Fig. 1: run 1, metal 2
Drawn at 3 px/um. Cells faint in the background.
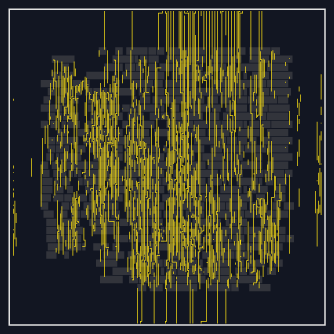
Fig. 2: run 1, layout detail
Window x 32 to 72, y 53 to 93 um. Cells in gray, sequential cells in the stronger gray; small squares are vias.
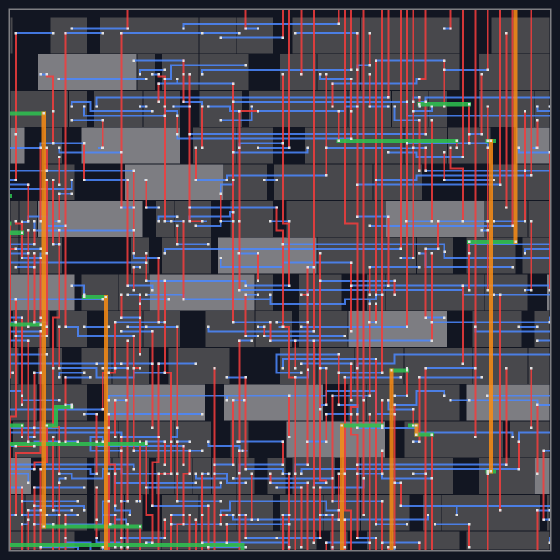
Fig. 3: run 1, routing congestion
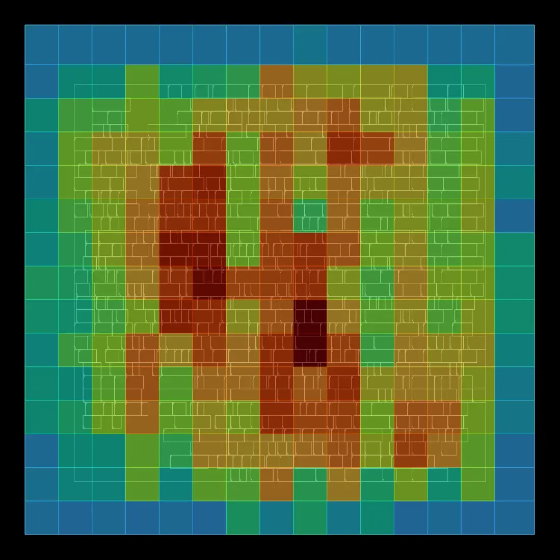
Fig. 4: run 1, where the registers sit
Drawn at 4 px/um. Other sequential cells in the stronger gray, the rest of the logic in the fainter gray.
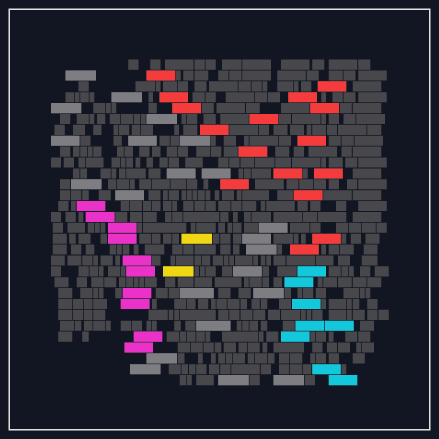
File: src/rtl/fc_pkg.sv
// rtl/fc_pkg.sv - shared widths and sequencer state encoding for the FC layer blocks
package fc_pkg;
  localparam int DATA_W  = 16;
  localparam int CHUNK_W = 8;
  localparam int NEUR_W  = 10;
  localparam int ALU_LAT = 2;

  typedef enum logic [1:0] {
    IDLE   = 2'd0,
    ISSUE  = 2'd1,
    WAIT   = 2'd2,
    OUTPUT = 2'd3
  } fc_state_e;
endpackage

File: src/rtl/fc_psum_ctrl_if.sv
// rtl/fc_psum_ctrl_if.sv - ALU request/feedback and result stream between psum controller and neighbours
interface fc_psum_ctrl_if #(
  parameter int DATA_W  = 16,
  parameter int CHUNK_W = 8,
  parameter int NEUR_W  = 10
);
  logic              req_valid;
  logic [NEUR_W-1:0] req_neuron;
  logic [CHUNK_W-1:0] req_chunk;
  logic              biase_ena;
  logic [DATA_W-1:0] pre_data;
  logic [DATA_W-1:0] alu_data;
  logic              out_valid;
  logic              out_ready;
  logic [DATA_W-1:0] out_data;
  logic [NEUR_W-1:0] out_neuron;

  modport master (
    output req_valid, req_neuron, req_chunk, biase_ena, pre_data,
    output out_valid, out_data, out_neuron,
    input  alu_data, out_ready
  );

  modport slave (
    input  req_valid, req_neuron, req_chunk, biase_ena, pre_data,
    input  out_valid, out_data, out_neuron,
    output alu_data, out_ready
  );
endinterface

File: src/rtl/fc_relu16.sv
// rtl/fc_relu16.sv - combinational ReLU on the sign bit, bypassed when en is low
module fc_relu16 #(
  parameter int W = 16
) (
  input  logic         en,
  input  logic [W-1:0] din,
  output logic [W-1:0] dout
);
  assign dout = (en && din[W-1]) ? '0 : din;
endmodule

File: src/rtl/fc_psum_ctrl.sv
// rtl/fc_psum_ctrl.sv - per-neuron chunk sequencer holding the ALU partial sum and emitting results
module fc_psum_ctrl #(
  parameter int DATA_W  = fc_pkg::DATA_W,
  parameter int CHUNK_W = fc_pkg::CHUNK_W,
  parameter int NEUR_W  = fc_pkg::NEUR_W,
  parameter int ALU_LAT = fc_pkg::ALU_LAT
) (
  input  logic               clk,
  input  logic               rst,
  input  logic               start,
  input  logic [CHUNK_W-1:0] cfg_chunks,
  input  logic [NEUR_W-1:0]  cfg_neurons,
  input  logic               relu_en,
  fc_psum_ctrl_if.master     bus,
  output logic               busy,
  output logic               done
);
  import fc_pkg::*;

  localparam int CNT_W = (ALU_LAT < 2) ? 1 : $clog2(ALU_LAT + 1);

  fc_state_e          state_q, state_d;
  logic [CHUNK_W-1:0] chunk_q, chunk_d;
  logic [CHUNK_W-1:0] last_chunk_q, last_chunk_d;
  logic [NEUR_W-1:0]  neuron_q, neuron_d;
  logic [NEUR_W-1:0]  last_neuron_q, last_neuron_d;
  logic [DATA_W-1:0]  psum_q, psum_d;
  logic [CNT_W-1:0]   cnt_q, cnt_d;
  logic               relu_q, relu_d;
  logic               done_q, done_d;
  logic               in_req;
  logic [DATA_W-1:0]  relu_out;

  always_ff @(posedge clk) begin
    if (rst) begin
      state_q       <= IDLE;
      chunk_q       <= '0;
      last_chunk_q  <= '0;
      neuron_q      <= '0;
      last_neuron_q <= '0;
      psum_q        <= '0;
      cnt_q         <= '0;
      relu_q        <= 1'b0;
      done_q        <= 1'b0;
    end else begin
      state_q       <= state_d;
      chunk_q       <= chunk_d;
      last_chunk_q  <= last_chunk_d;
      neuron_q      <= neuron_d;
      last_neuron_q <= last_neuron_d;
      psum_q        <= psum_d;
      cnt_q         <= cnt_d;
      relu_q        <= relu_d;
      done_q        <= done_d;
    end
  end

  always_comb begin
    state_d       = state_q;
    chunk_d       = chunk_q;
    last_chunk_d  = last_chunk_q;
    neuron_d      = neuron_q;
    last_neuron_d = last_neuron_q;
    psum_d        = psum_q;
    cnt_d         = cnt_q;
    relu_d        = relu_q;
    done_d        = 1'b0;
    case (state_q)
      IDLE: begin
        if (start) begin
          // A zero count means one chunk / one neuron, so last index saturates at 0.
          last_chunk_d  = (cfg_chunks == '0) ? '0 : cfg_chunks - CHUNK_W'(1);
          last_neuron_d = (cfg_neurons == '0) ? '0 : cfg_neurons - NEUR_W'(1);
          relu_d        = relu_en;
          chunk_d       = '0;
          neuron_d      = '0;
          psum_d        = '0;
          state_d       = ISSUE;
        end
      end
      ISSUE: begin
        cnt_d   = CNT_W'(1);
        state_d = WAIT;
      end
      WAIT: begin
        cnt_d = cnt_q + CNT_W'(1);
        if (cnt_q == CNT_W'(ALU_LAT)) begin
          psum_d = bus.alu_data;
          if (chunk_q == last_chunk_q) begin
            state_d = OUTPUT;
          end else begin
            chunk_d = chunk_q + CHUNK_W'(1);
            state_d = ISSUE;
          end
        end
      end
      OUTPUT: begin
        if (bus.out_ready) begin
          if (neuron_q == last_neuron_q) begin
            done_d  = 1'b1;
            state_d = IDLE;
          end else begin
            neuron_d = neuron_q + NEUR_W'(1);
            chunk_d  = '0;
            state_d  = ISSUE;
          end
        end
      end
      default: state_d = IDLE;
    endcase
  end

  fc_relu16 #(.W(DATA_W)) u_relu (
    .en   (relu_q),
    .din  (psum_q),
    .dout (relu_out)
  );

  // Bias/pre_data are only meaningful while a chunk is in flight; elsewhere they idle at 0.
  assign in_req         = (state_q == ISSUE) || (state_q == WAIT);
  assign bus.req_valid  = (state_q == ISSUE);
  assign bus.req_neuron = neuron_q;
  assign bus.req_chunk  = chunk_q;
  assign bus.biase_ena  = in_req && (chunk_q == '0);
  assign bus.pre_data   = (in_req && (chunk_q != '0)) ? psum_q : '0;
  assign bus.out_valid  = (state_q == OUTPUT);
  assign bus.out_data   = (state_q == OUTPUT) ? relu_out : '0;
  assign bus.out_neuron = neuron_q;
  assign busy           = (state_q != IDLE);
  assign done           = done_q;
endmodule

File: src/flat_wrapper.sv
// flat-port wrapper written by rule: the top's interface ports become plain ports
module fc_psum_ctrl_flat import fc_pkg::*;
#(
  parameter int DATA_W  = fc_pkg::DATA_W,
  parameter int CHUNK_W = fc_pkg::CHUNK_W,
  parameter int NEUR_W  = fc_pkg::NEUR_W,
  parameter int ALU_LAT = fc_pkg::ALU_LAT
)
  (clk, rst, start, cfg_chunks, cfg_neurons, relu_en, busy, done, bus_req_valid, bus_req_neuron, bus_req_chunk, bus_biase_ena, bus_pre_data, bus_out_valid, bus_out_data, bus_out_neuron, bus_alu_data, bus_out_ready);
  fc_psum_ctrl_if #(.DATA_W(DATA_W), .CHUNK_W(CHUNK_W), .NEUR_W(NEUR_W)) bus_i ();
  input  logic clk;
  input  logic rst;
  input  logic start;
  input  logic [CHUNK_W-1:0] cfg_chunks;
  input  logic [NEUR_W-1:0] cfg_neurons;
  input  logic relu_en;
  output logic busy;
  output logic done;
  output wire logic [$bits(bus_i.req_valid)-1:0] bus_req_valid;
  output wire logic [$bits(bus_i.req_neuron)-1:0] bus_req_neuron;
  output wire logic [$bits(bus_i.req_chunk)-1:0] bus_req_chunk;
  output wire logic [$bits(bus_i.biase_ena)-1:0] bus_biase_ena;
  output wire logic [$bits(bus_i.pre_data)-1:0] bus_pre_data;
  output wire logic [$bits(bus_i.out_valid)-1:0] bus_out_valid;
  output wire logic [$bits(bus_i.out_data)-1:0] bus_out_data;
  output wire logic [$bits(bus_i.out_neuron)-1:0] bus_out_neuron;
  input wire logic [$bits(bus_i.alu_data)-1:0] bus_alu_data;
  input wire logic [$bits(bus_i.out_ready)-1:0] bus_out_ready;
  assign bus_req_valid = bus_i.req_valid;
  assign bus_req_neuron = bus_i.req_neuron;
  assign bus_req_chunk = bus_i.req_chunk;
  assign bus_biase_ena = bus_i.biase_ena;
  assign bus_pre_data = bus_i.pre_data;
  assign bus_out_valid = bus_i.out_valid;
  assign bus_out_data = bus_i.out_data;
  assign bus_out_neuron = bus_i.out_neuron;
  assign bus_i.alu_data = bus_alu_data;
  assign bus_i.out_ready = bus_out_ready;
  fc_psum_ctrl #(.DATA_W(DATA_W), .CHUNK_W(CHUNK_W), .NEUR_W(NEUR_W), .ALU_LAT(ALU_LAT)) u_core (.clk(clk), .rst(rst), .start(start), .cfg_chunks(cfg_chunks), .cfg_neurons(cfg_neurons), .relu_en(relu_en), .bus(bus_i), .busy(busy), .done(done));
endmodule
File: config.mk
export PLATFORM = sky130hd
export DESIGN_NAME = fc_psum_ctrl_flat
export DESIGN_NICKNAME = d
export VERILOG_FILES = /design/src/rtl/fc_pkg.sv /design/src/rtl/fc_psum_ctrl_if.sv /design/src/rtl/fc_relu16.sv /design/src/rtl/fc_psum_ctrl.sv /design/src/flat_wrapper.sv
export SDC_FILE = /design/constraint.sdc
export NUM_CORES = 1
export LEC_CHECK = 0
export ABC_AREA = 0
export CORE_MARGIN = 10
export CORE_UTILIZATION = 48
export CTS_CLUSTER_DIAMETER = 40
export DETAILED_ROUTE_END_ITERATION = 10
export HOLD_SLACK_MARGIN = 0.15
export PLACE_DENSITY = 0.79
export SLEW_MARGIN = 20
export SYNTH_ARGS = -nofsm -noshare
export SYNTH_HDL_FRONTEND = slang
export SYNTH_SLANG_ARGS = --single-unit
File: constraint.sdc
create_clock -name clk -period 2.25 [get_ports clk]
set_input_delay 0.45 -clock clk [delete_from_list [all_inputs] [get_ports clk]]
set_output_delay 0.45 -clock clk [all_outputs]
set_load 0.1 [all_outputs]
==> flow_summary_export.csv, run 1 <==
group,metric,value,unit
run_status,status,"complete, but fails checks",
run_status,violations,"negative setup slack",
final_layout,final_layout_top_logic_cell,"buf_4",
clocking,cts_tree,"yes",
setup_path,crit_path_start_kind,"flip-flop",
sta,setup_ws,-30.8,ps
logic_synthesis,top_cell,"dfxtp_1",
floorplan,io_pins,104,
drt,vias_per_cell,5.57,
sta,finalSetupViolations,16,
logic_synthesis,yosys_warnings,0,
placement,dpl_worst_slack,-93.9,ps
placement,numPortBuffers,103,
floorplan,rows,30,
pwr,power_frac_seq,0.299,
logic_synthesis,synth.cells.most_frequent,"58 x dfxtp_1, 44 x nor2_1, 34 x nand2_1",
clocking,path_clk_slew,60,ps
sta,drv_slew,0,
logic_synthesis,flop_cell,"dfxtp_1",
sta,clock_skew,8.72,ps
setup_path,worst-r2r-cell-count,8,
global_routing,grt_max_degree,33,
sta,fin_tns_setup,-186,ps
clocking,ctsHoldBuffers,0,
setup_path,rrSetupSlack,110,ps
logic_synthesis,synth_top_area_share,0.337,
setup_path,critPathSlowestCell,"dfxtp_4",
pwr,switching_power,1650,uW
min_path,min_from,"u_core.last_neuron_q[5]",
global_routing,grt_pass1_vias,3464,
min_path,worstHoldPathType,"flip-flop to flip-flop",
job,log.warning_count,34,
floorplan,chipArea,0.0110,mm2
sta,fin_crit_sh,1.01,
Notes on Fig. 1 above:
main direction = vertical
wire length on this layer = 5610 um
share of all routed wire = 50%
longest straight run = 47.3 um
Post-Route WL: 11.2 mm
Vias: 3559

Notes on Fig. 2 above:
orange -> metal 4
blue -> metal 1
red -> metal 2
green -> metal 3
sequential cells in the window = 13
netlist names of flops here include = u_core.psum_q (8), u_core.bus.out_neuron (4)
cells with their middle in the window = 131
most frequent = buf_12 (15), and2_4 (13), buf_4 (12)

Notes on Fig. 3 above:
met1 Usage GRT: 0.222
Finished Core Util: 0.775
M3 GR Usage: 0.0559
gr busiest metal: met2
average wire per standard cell: 17.5 um

Notes on Fig. 4 above:
red -> u_core.psum_q  # flops 16
magenta -> u_core.last_neuron_q  # flops 10
cyan -> u_core.last_chunk_q  # flops 8, where bottom right
yellow -> u_core.state_q  # flops 2
not colored = 22
Reg area: 0.00119 mm2
sequential power: 1220 uW
flop share of the area: 0.222

run 1: metrics by stage:
step | cells | utilization | instance area, um2 | total power (uW) | hold WS, ps
after floorplan | 427 | - | 3570 | 2370 | 437
after global placement | 617 | 0.726 | 5020 | 2940 | 449
after detailed placement | 617 | 0.726 | 5020 | 2990 | 456
after CTS | 637 | 0.771 | 5330 | 4040 | 464
after global routing | 639 | 0.775 | 5350 | 4280 | 485
final | 639 | 0.775 | 5350 | 4080 | 463
run 1: metal layers:
metal	GRT usage	up-vias	routed length [um]
li1	-	1720	-
met1	0.222	1668	4610
met2	0.343	145	5610
met3	0.0559	26	712
met4	0.0667	0	221
met5	0	-	0
run 1: what timing repair did:
action / 4_1_cts / 5_1_grt
cloned: 1 / 0
gates resized: 22 / 3
pin swaps: 13 / 1
setup buffers: 4 / 2
endpoints found under the setup margin: 36 / 17
hold endpoints to repair: 0 / 0
run 1: cell families (layout without fill, tap and decap cells):
| logic type | after synthesis | in the layout | synth area share |
|---|---|---|---|
| adder cells (fa/ha/maj) | 12 | 12 | 0.0435 |
| flip-flops | 58 | 58 | 0.337 |
| multiplexers | 2 | 2 | 0.00617 |
| AND-OR/OR-AND | 88 | 88 | 0.182 |
| XOR/XNOR | 29 | 29 | 0.0736 |
| buffers and inverters | 55 | 171 | 0.0722 |
| AND/OR/NAND/NOR | 183 | 183 | 0.285 |
run 1: final cells by class:
type / count / share of cell area
multi-input combinational: 314 / 0.410
sequential: 58 / 0.222
clock inverter: 2 / 0.00655
clock buffer: 13 / 0.0316
tap: 96 / 0.0224
inverter: 23 / 0.0171
timing repair buffer: 133 / 0.291
run 1: worst reg2reg max path, stage by stage (launching register included):
cell and delay, ps:
dfxtp_2 350, inv_2 130, ha_1 310, buf_4 230, nand2_1 80, o31a_1 320
buf_4 180, a311oi_1 340, a31o_1 140
==> run 2, diff against run 1 <==
CTS_CLUSTER_DIAMETER = unset   (was 40)
Fig. 5: run 2, metal 2
Drawn at 3 px/um. Cells faint in the background.
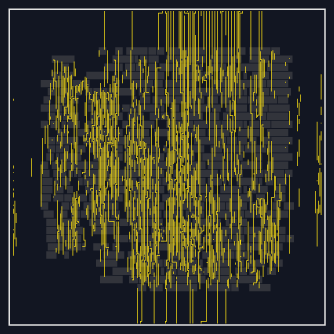
share of all routed wire = 50%
longest straight run = 47.3 um
GR Layer Usage met2: 0.343

==> run 2 against run 1 <==
- the flow still finishes with violations (negative setup slack)
- final cell count unchanged
- highest routed layer unchanged
- synthesized cell count unchanged
- critical endpoint unchanged
- fmax unchanged
- global-route usage unchanged
- non-clock buffer count unchanged
- critical path depth unchanged
- sequential cell count unchanged
- wire length unchanged
- clock power about the same
==> flow_summary_export.csv, run 2 <==
group,metric,value,unit
run_status,status,"complete, but fails checks",
run_status,violations,"negative setup slack",
global_routing,busiest_layer,"met2",
drt,vias_per_cell,5.57,
placement,numPortBuffers,103,
floorplan,io_pins,104,
logic_synthesis,flop_cell,"dfxtp_1",
clocking,cts_tree,"yes",
final_layout,stdcell_count,639,
global_routing,grt_pass1_vias,3464,
logic_synthesis,yosys_warnings,0,
logic_synthesis,top_cell,"dfxtp_1",
sta,clock_skew,8.72,ps
clocking,ctsHoldBuffers,0,
final_layout,final_layout_top_logic_cell,"buf_4",
floorplan,rows,30,
clocking,path_clk_slew,60,ps
setup_path,critPathSlowestCell,"dfxtp_4",
placement,dpl_worst_slack,-93.9,ps
pwr,total_power,4080,uW
logic_synthesis,synth.cells.most_frequent,"58 x dfxtp_1, 44 x nor2_1, 34 x nand2_1",
placement,dp.cells,617,
clocking,cts_setup_buffers,4,
drt,wirelength,11.2,mm
setup_path,crit_path_start_kind,"flip-flop",
drt,post_drt_wl_per_cell,17.5,um
final_layout,fin_area,0.00535,mm2
global_routing,grt_util_met3,0.0559,
sta,fin_tns_setup,-186,ps
placement,place_area,0.00502,mm2
sta,finalSetupViolations,16,
clocking,ctsResizeCount,22,
global_routing,grtUsageMet1,0.222,
drt,num_vias,3559,
sta,setup_ws,-30.8,ps
floorplan,chipArea,0.0110,mm2
run 2: routing by layer:
layer | up-vias | routed length (um)
li1 | 1720 | -
met1 | 1668 | 4610
met2 | 145 | 5610
met3 | 26 | 712
met4 | 0 | 221
met5 | - | 0
run 2: report_power, final:
| part | switching [uW] | total, uW | internal [uW] |
|---|---|---|---|
| Clock | 398 | 992 | 595 |
| Sequential | 93.2 | 1220 | 1130 |
| Combinational | 1160 | 1870 | 709 |
| Total | 1650 | 4080 | 2430 |
run 2: area by class of cell:
cell class | count | area, um2 | share of cell area
clock buffer | 13 | 169 | 0.0316
clock inverter | 2 | 35.0 | 0.00655
inverter | 23 | 91.3 | 0.0171
multi-input combinational | 314 | 2190 | 0.410
sequential | 58 | 1190 | 0.222
tap | 96 | 120 | 0.0224
timing repair buffer | 133 | 1560 | 0.291
run 2: logic make-up after synthesis:
logic type,Yosys count,synth area share
xor+xnor,29,0.0736
flops,58,0.337
compound gates,88,0.182
mux,2,0.00617
fa+ha+maj,12,0.0435
simple gates,183,0.285
buf+inv,55,0.0722
run 2: worst paths after layout:
check                            end  slack [ps]  depth (start not counted)
min          u_core.last_neuron_q[5]         460                          2
max                 bus_pre_data[11]         -30                          8
min reg2reg  u_core.last_neuron_q[5]         460                          2
max reg2reg  u_core.bus.req_chunk[4]         110                          8
run 2: per-stage QoR:
stage | util | hold slack, ps
5_1_grt | 0.775 | 485
6_report | 0.775 | 463
3_5_place_dp | 0.726 | 456
4_1_cts | 0.771 | 464
2_1_floorplan | - | 437
3_3_place_gp | 0.726 | 449
run 2: critical path: cells and delay by family (launching register included):
kind / cells / cell delay [ps]
buffers and inverters: 3 / 370
adders and majority gates: 1 / 120
DFF: 1 / 350
and+or+nand+nor: 4 / 650
==> run 3, diff against run 2 <==
CTS_CLUSTER_SIZE = 25   (was unset)
SETUP_SLACK_MARGIN = 0.4   (was unset)
Fig. 6: run 3, layout detail
Window x 32 to 72, y 53 to 93 um. Cells in gray, sequential cells in the stronger gray; small squares are vias.
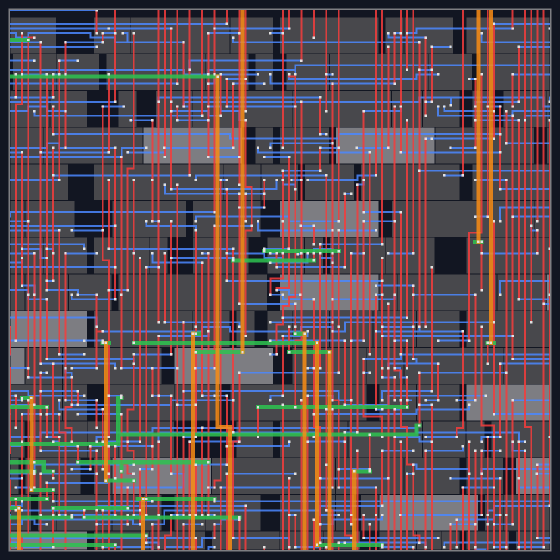
blue -> metal 1
green -> metal 3
orange -> metal 4
red -> metal 2
most frequent = and2_4 (20), buf_12 (18), nor2_1 (12)
netlist names of flops here include = u_core.psum_q (5)
cells with their middle in the window = 131
sequential cells in the window = 10

==> run 3 against run 2 <==
- the flow still finishes with violations (negative setup slack)
- first-iteration DRC count up 66%
- final cell count up 5.5%
- sequential cell count unchanged
- clock-buffer cell count down 3
- combinational power up 48%
- fmax down 4.8%
==> flow_summary_export.csv, run 3 <==
group,metric,value,unit
run_status,status,"complete, but fails checks",
run_status,violations,"negative setup slack",
setup_path,rrSetupSlack,100,ps
placement,dpl_worst_slack,-115,ps
final_layout,stdcell_count,674,
logic_synthesis,yosys.area_share.aoi,0.182,
drt,vias_per_cell,6.19,
placement,numPortBuffers,103,
logic_synthesis,synth_top_area_share,0.337,
logic_synthesis,mux_share,0.00617,
min_path,holdPathEnd,"u_core.last_neuron_q[0]",
setup_path,crit_path_start_kind,"flip-flop",
setup_path,worst-r2r-cell-count,9,
floorplan,chipArea,0.0110,mm2
min_path,min_from,"u_core.last_neuron_q[0]",
clocking,cts_tree,"yes",
final_layout,final_layout_top_logic_cell,"buf_4",
sta,setup_ws,-147,ps
final_layout,post-route-util,0.874,
global_routing,grt_max_degree,40,
logic_synthesis,logic_family,"simple AND/OR/NAND/NOR gates",
drt,num_vias,4174,
min_path,worstHoldPathType,"flip-flop to flip-flop",
sta,fin_tns_setup,-2100,ps
logic_synthesis,xor_area_frac,0.0736,
clocking,path_clk_slew,70,ps
min_path,holdPathStages,2,
drt,post_drt_wl_per_cell,23.1,um
sta,finalSetupViolations,16,
setup_path,r2r-end,"u_core.bus.req_chunk[4]",
setup_path,crit_path_end,"bus_pre_data[5]",
floorplan,io_pins,104,
-- run 3: worst max-delay path, cell delays in order, from the launching register on --
cell	delay [ps]
dfxtp_4	360
inv_4	70
ha_4	130
nand4_1	130
nor4_4	300
nor2b_4	130
clkbuf_16	180
and2_4	140
buf_12	160
-- run 3: cells by family (layout without fill, tap and decap cells) --
| kind of cell | count (synthesis) | in the layout |
|---|---|---|
| compound gates | 88 | 88 |
| buf+inv | 55 | 205 |
| fa+ha+maj | 12 | 12 |
| mux | 2 | 2 |
| simple gates | 183 | 183 |
| xor+xnor | 29 | 29 |
| flops | 58 | 58 |
| other cells | 0 | 1 |
-- run 3: per-stage QoR --
stage | hold slack [ps] | cell area, um2
3_3_place_gp | 452 | 5080
3_5_place_dp | 455 | 5080
6_report | 476 | 6040
4_1_cts | 470 | 5690
2_1_floorplan | 437 | 3660
5_1_grt | 487 | 6040
-- run 3: final cells by class --
class,count,area (um2)
Inverter,23,91.3
Fill cell,351,871
Tap cell,96,120
Clock buffer,10,138
Sequential cell,58,1220
Clock inverter,6,80.1
Multi-Input combinational cell,314,2480
Antenna cell,1,2.50
Timing Repair Buffer,166,1900
-- run 3: repair_timing --
action,in CTS,in global routing
pin swaps,24,36
endpoints found under the setup margin,81,61
endpoints found under the hold margin,0,0
resized,57,59
setup buffers,21,15
hold buffers,0,0
gates cloned,2,1
-- run 3: report_power, final --
part	internal, uW	total [uW]	leakage [uW]	switching [uW]
Combinational	1180	2770	0.00183	1590
Clock	646	1090	0.000116	444
Sequential	1110	1200	0.000485	90.0
-- run 3: metal layers --
layer  track usage  wire (um)  up-vias  part of all wire
met1         0.226       5520     2014              0.35
met5             0          0        -                 0
met4        0.0745        742        0             0.048
met2         0.398       7930      301              0.51
li1              -          -     1787                 -
met3        0.0657       1370       72             0.088
Power is estimated from default activity; no workload was simulated.
